### config.mk
export PLATFORM = sky130hd
export DESIGN_NAME = fwd_ctrl
export DESIGN_NICKNAME = d
export VERILOG_FILES = /design/src/rtl/fwd_ctrl.sv
export SDC_FILE = /design/constraint.sdc
export NUM_CORES = 1
export LEC_CHECK = 0
export CAP_MARGIN = 20
export CORE_ASPECT_RATIO = 0.75
export CORE_MARGIN = 8
export CORE_UTILIZATION = 45
export CTS_CLUSTER_SIZE = 30
export DETAILED_ROUTE_END_ITERATION = 8
export PLACE_DENSITY = 0.8
export SYNTH_ARGS = -nofsm -noshare
export SYNTH_HDL_FRONTEND = slang
export SYNTH_HIERARCHICAL = 1
export SYNTH_SLANG_ARGS = --single-unit
### constraint.sdc
create_clock -name clk -period 3.9 [get_ports clk]
set_input_delay 0.78 -clock clk [delete_from_list [all_inputs] [get_ports clk]]
set_output_delay 0.78 -clock clk [all_outputs]
set_load 0.01 [all_outputs]
### src/rtl/fwd_ctrl.sv
// fwd_ctrl: operand-forwarding and load-use hazard controller for a MIPS32
// five-stage pipeline. It tracks the destination of the instructions in
// EX/MEM/WB and drives the registered 2-bit selects of the ALU operand muxes.
// It also raises a combinational stall when a load is followed by a consumer
// of the loaded register.
//
// Ports:
//   clk, rst            pipeline clock, asynchronous active-high reset
//   id_valid            ID instruction valid and advancing
//   id_rs/id_rt         source registers, qualified by id_use_rs/id_use_rt
//   id_dst/id_regwrite  destination register and its write enable
//   id_memread          ID instruction is a load
//   flush               discard the ID instruction (branch redirect)
//   sel_a/sel_b         operand mux selects (registered)
//                       00 regfile, 01 EX/MEM, 10 MEM/WB, 11 WB bypass
//   stall               hold PC and IF/ID, bubble into EX (combinational)
//   stall_cnt           saturating count of stall cycles

// Per-operand match and priority logic. Stage index 0=EX, 1=MEM, 2=WB.
module fwd_ctrl_sel #(
    parameter int REG_BITS = 5
) (
    input  logic [REG_BITS-1:0]      src,
    input  logic                     use_src,
    input  logic [2:0][REG_BITS-1:0] dst,
    input  logic [2:0]               wr,
    output logic                     ex_hit,
    output logic [1:0]               sel
);
    logic [2:0] hit;

    always_comb begin
        for (int k = 0; k < 3; k++)
            hit[k] = use_src && wr[k] && (dst[k] != '0) && (dst[k] == src);
        // Youngest producer wins.
        sel = 2'b00;
        if (hit[0])      sel = 2'b01;
        else if (hit[1]) sel = 2'b10;
        else if (hit[2]) sel = 2'b11;
    end

    assign ex_hit = hit[0];
endmodule

module fwd_ctrl #(
    parameter int REG_BITS = 5,
    parameter int CNT_BITS = 16
) (
    input  logic                clk,
    input  logic                rst,
    input  logic                id_valid,
    input  logic [REG_BITS-1:0] id_rs,
    input  logic [REG_BITS-1:0] id_rt,
    input  logic                id_use_rs,
    input  logic                id_use_rt,
    input  logic [REG_BITS-1:0] id_dst,
    input  logic                id_regwrite,
    input  logic                id_memread,
    input  logic                flush,
    output logic [1:0]          sel_a,
    output logic [1:0]          sel_b,
    output logic                stall,
    output logic [CNT_BITS-1:0] stall_cnt
);
    // Tracking state: [0]=EX, [1]=MEM, [2]=WB. Only EX needs the load flag.
    logic [2:0][REG_BITS-1:0] st_dst;
    logic [2:0]               st_wr;
    logic                     ex_ld;

    // Operand 0 = A (rs), operand 1 = B (rt).
    logic [1:0][REG_BITS-1:0] op_src;
    logic [1:0]               op_use;
    logic [1:0][1:0]          sel_nxt;
    logic [1:0][1:0]          sel_q;
    logic [1:0]               ex_hit;
    logic                     advance;

    assign op_src = {id_rt, id_rs};
    assign op_use = {id_use_rt, id_use_rs};

    for (genvar i = 0; i < 2; i++) begin : g_op
        fwd_ctrl_sel #(.REG_BITS(REG_BITS)) u_sel (
            .src    (op_src[i]),
            .use_src(op_use[i]),
            .dst    (st_dst),
            .wr     (st_wr),
            .ex_hit (ex_hit[i]),
            .sel    (sel_nxt[i])
        );
    end

    // A load in EX cannot forward yet: its data appears only after MEM.
    assign stall   = id_valid && !flush && ex_ld && st_wr[0] &&
                     (st_dst[0] != '0) && (|ex_hit);
    assign advance = id_valid && !stall && !flush;

    assign sel_a = sel_q[0];
    assign sel_b = sel_q[1];

    always_ff @(posedge clk or posedge rst) begin
        if (rst) begin
            st_dst    <= '0;
            st_wr     <= '0;
            ex_ld     <= 1'b0;
            sel_q     <= '0;
            stall_cnt <= '0;
        end else begin
            st_dst[2] <= st_dst[1];
            st_wr[2]  <= st_wr[1];
            st_dst[1] <= st_dst[0];
            st_wr[1]  <= st_wr[0];
            if (advance) begin
                st_dst[0] <= id_dst;
                st_wr[0]  <= id_regwrite && (id_dst != '0);
                ex_ld     <= id_memread;
                sel_q     <= sel_nxt;
            end else begin
                st_dst[0] <= '0;
                st_wr[0]  <= 1'b0;
                ex_ld     <= 1'b0;
                sel_q     <= '0;
            end
            if (stall && (stall_cnt != '1))
                stall_cnt <= stall_cnt + 1'b1;
        end
    end
endmodule

### Routing congestion map

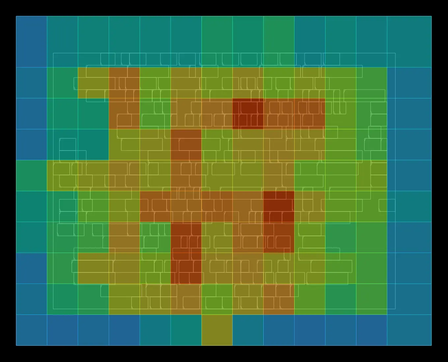
most used routing layer in global routing: met2
GR Util met1: 19.52%
overall routing resource usage: 14.22%
post-route core utilization: 59.87%

### Logic cells by family

Bar = 20 um.
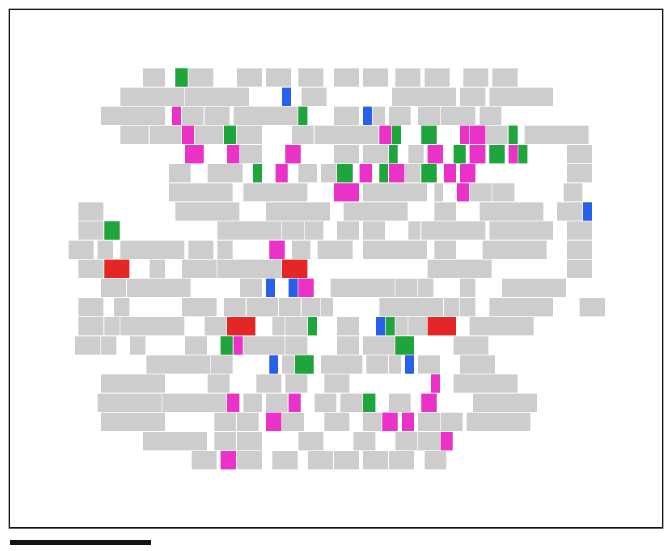
| color | family | cells |
|---|---|---|
| blue | inv cells | 8 |
| magenta | nor cells | 30 |
| red | non-inverting ao/oa cells | 4 |
| green | nand cells | 21 |

==> Changelog: implementation <==
## Implementation

- Result of the run: completed
- DP Worst Slack: approximately 160 ps
- HPWL reported at the end of detailed placement: 3644 um
- Final count of hold timing violations: 0
- Leakage power total: 1.167 nW
- Summed standard-cell area reported by yosys: between 1500 and 2000 um2
- Seq/Total Area, Yosys: 49.15%
- X dimension of the die: a little over 90 um
- Worst IR drop on VDD: around 0.21 mV
- Cell total in the yosys stat output: between 150 and 200
- Global-route track usage on met3: around 4.1%
- Number of antenna violations at the first check in global routing: 0
- Leading register cell type out of synthesis: dfrtp_1
- Clock-pin slew reported for the worst setup and hold paths after clock tree synthesis: ~70 ps
- Chip footprint: 6816 um2
- Fraction of power consumed by sequential logic: 53.5%
- Area share of the largest cell type after synthesis: between 40% and 50%
- Net Switching: between 0.15 and 0.2 mW
- Leading post-synthesis cells by cell area: dfrtp_1 49%, xor2_1 11%, xnor2_1 4.4%
- Max-capacitance violation count: 0
- Number of nets still failing antenna checks after routing: 0
- Number of setup violations in the final report: 0
- Data required time at the worst endpoint: about 3100 ps
- GRT met2 Usage: about a fifth
- Number of buffers on the longest clock path: 2
- Class of the tightest hold or removal check: reg -> reg
- Switching part of the total: between 20% and 30%
- Slowest cell on the critical path: clkdlybuf4s50_1
- Area leader, netlist: dfrtp_1
- RSZ-0062 raised after global routing: false
- Via count: about 1600
- Maximum cell stage delay along the critical path: between 500 and 600 ps
- Post-route clock period utilization: between 90% and 100%
- DIE HEIGHT: roughly 74 um
- Placeable core region: between 4000 and 5000 um2
### Signal wires on met3

Bar = 20 um. Cells faint in the background.
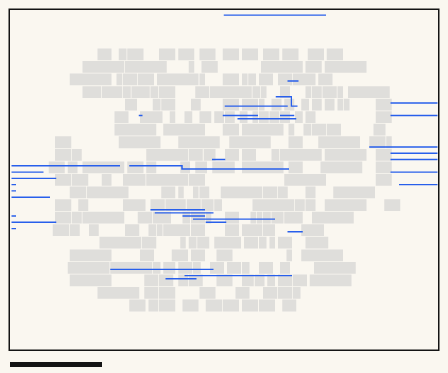
wire length on this layer: 340 um
nets with wire on the layer: 31
share of all routed wire: 7.4%

synth_stat cells, types with 4 or more instances:
cell type	count
inv_1	8
xor2_1	26
dfrtp_1	39
nand4_1	4
nor4_1	11
nand3_1	5
xnor2_1	10
nand2_1	9
nor3_1	11
nor2_1	5
a21oi_1	5
o2111ai_1	6
and2_1	11
power by group through the flow:
stage	combinational [mW]	clock, mW	sequential [mW]
floorplan	0.0377	0	0.427
global placement	0.0745	0	0.431
detailed placement	0.0762	0	0.432
CTS	0.0765	0.300	0.424
global route	0.0836	0.315	0.425
finish	0.0755	0.293	0.424
worst paths after layout:
kind | start | endpoint | slack (ps) | cells after the start
hold reg to reg | st_wr[1] | st_wr[2] | 440 | 0
min in group asynchronous | rst | stall_cnt[14] | 900 | 3
hold / removal | st_wr[1] | st_wr[2] | 440 | 0
setup / recovery | id_rs[1] | stall | 190 | 8
max in group asynchronous | rst | st_dst[8] | 2670 | 3
setup reg to reg | st_dst[2] | st_wr[0] | 1360 | 7
sequential cells by signal, summed over array words and instances, names as in the netlist:
name,cells
sel_b,2
sel_a,2
ex_ld,1
st_dst,15
st_wr,3
stall_cnt,16
routing by layer:
layer	vias up	wire, um
li1	764	-
met1	784	2168
met2	54	2030
met3	7	340
met4	0	74
met5	-	0
per-stage QoR:
| step | cell area (um2) | cells | utilization [%] |
|---|---|---|---|
| finish | 2611 | 293 | 59.87 |
| global route | 2611 | 293 | 59.87 |
| CTS | 2611 | 293 | 59.87 |
| detailed placement | 2511 | 285 | 57.57 |
| global placement | 2511 | 285 | 57.57 |
| floorplan | 1986 | 183 | - |
cells by family after synthesis:
kind of cell / share of synthesized area [%]
compound gates: 9.830
xor+xnor: 17.52
fa+ha+maj: 0.6300
buf+inv: 2.205
flops: 49.15
mux: 1.071
simple gates: 19.60
final cells by class:
type,instances,area [um2],share of cell area [%]
inverter,8,30.03,1.150
sequential,39,975.9,37.37
clock buffer,8,100.1,3.833
multi-input combinational,133,965.9,36.99
tap,57,71.32,2.731
timing repair buffer,48,467.9,17.92
No activity file was given, so power comes from the tool's default toggle rates.
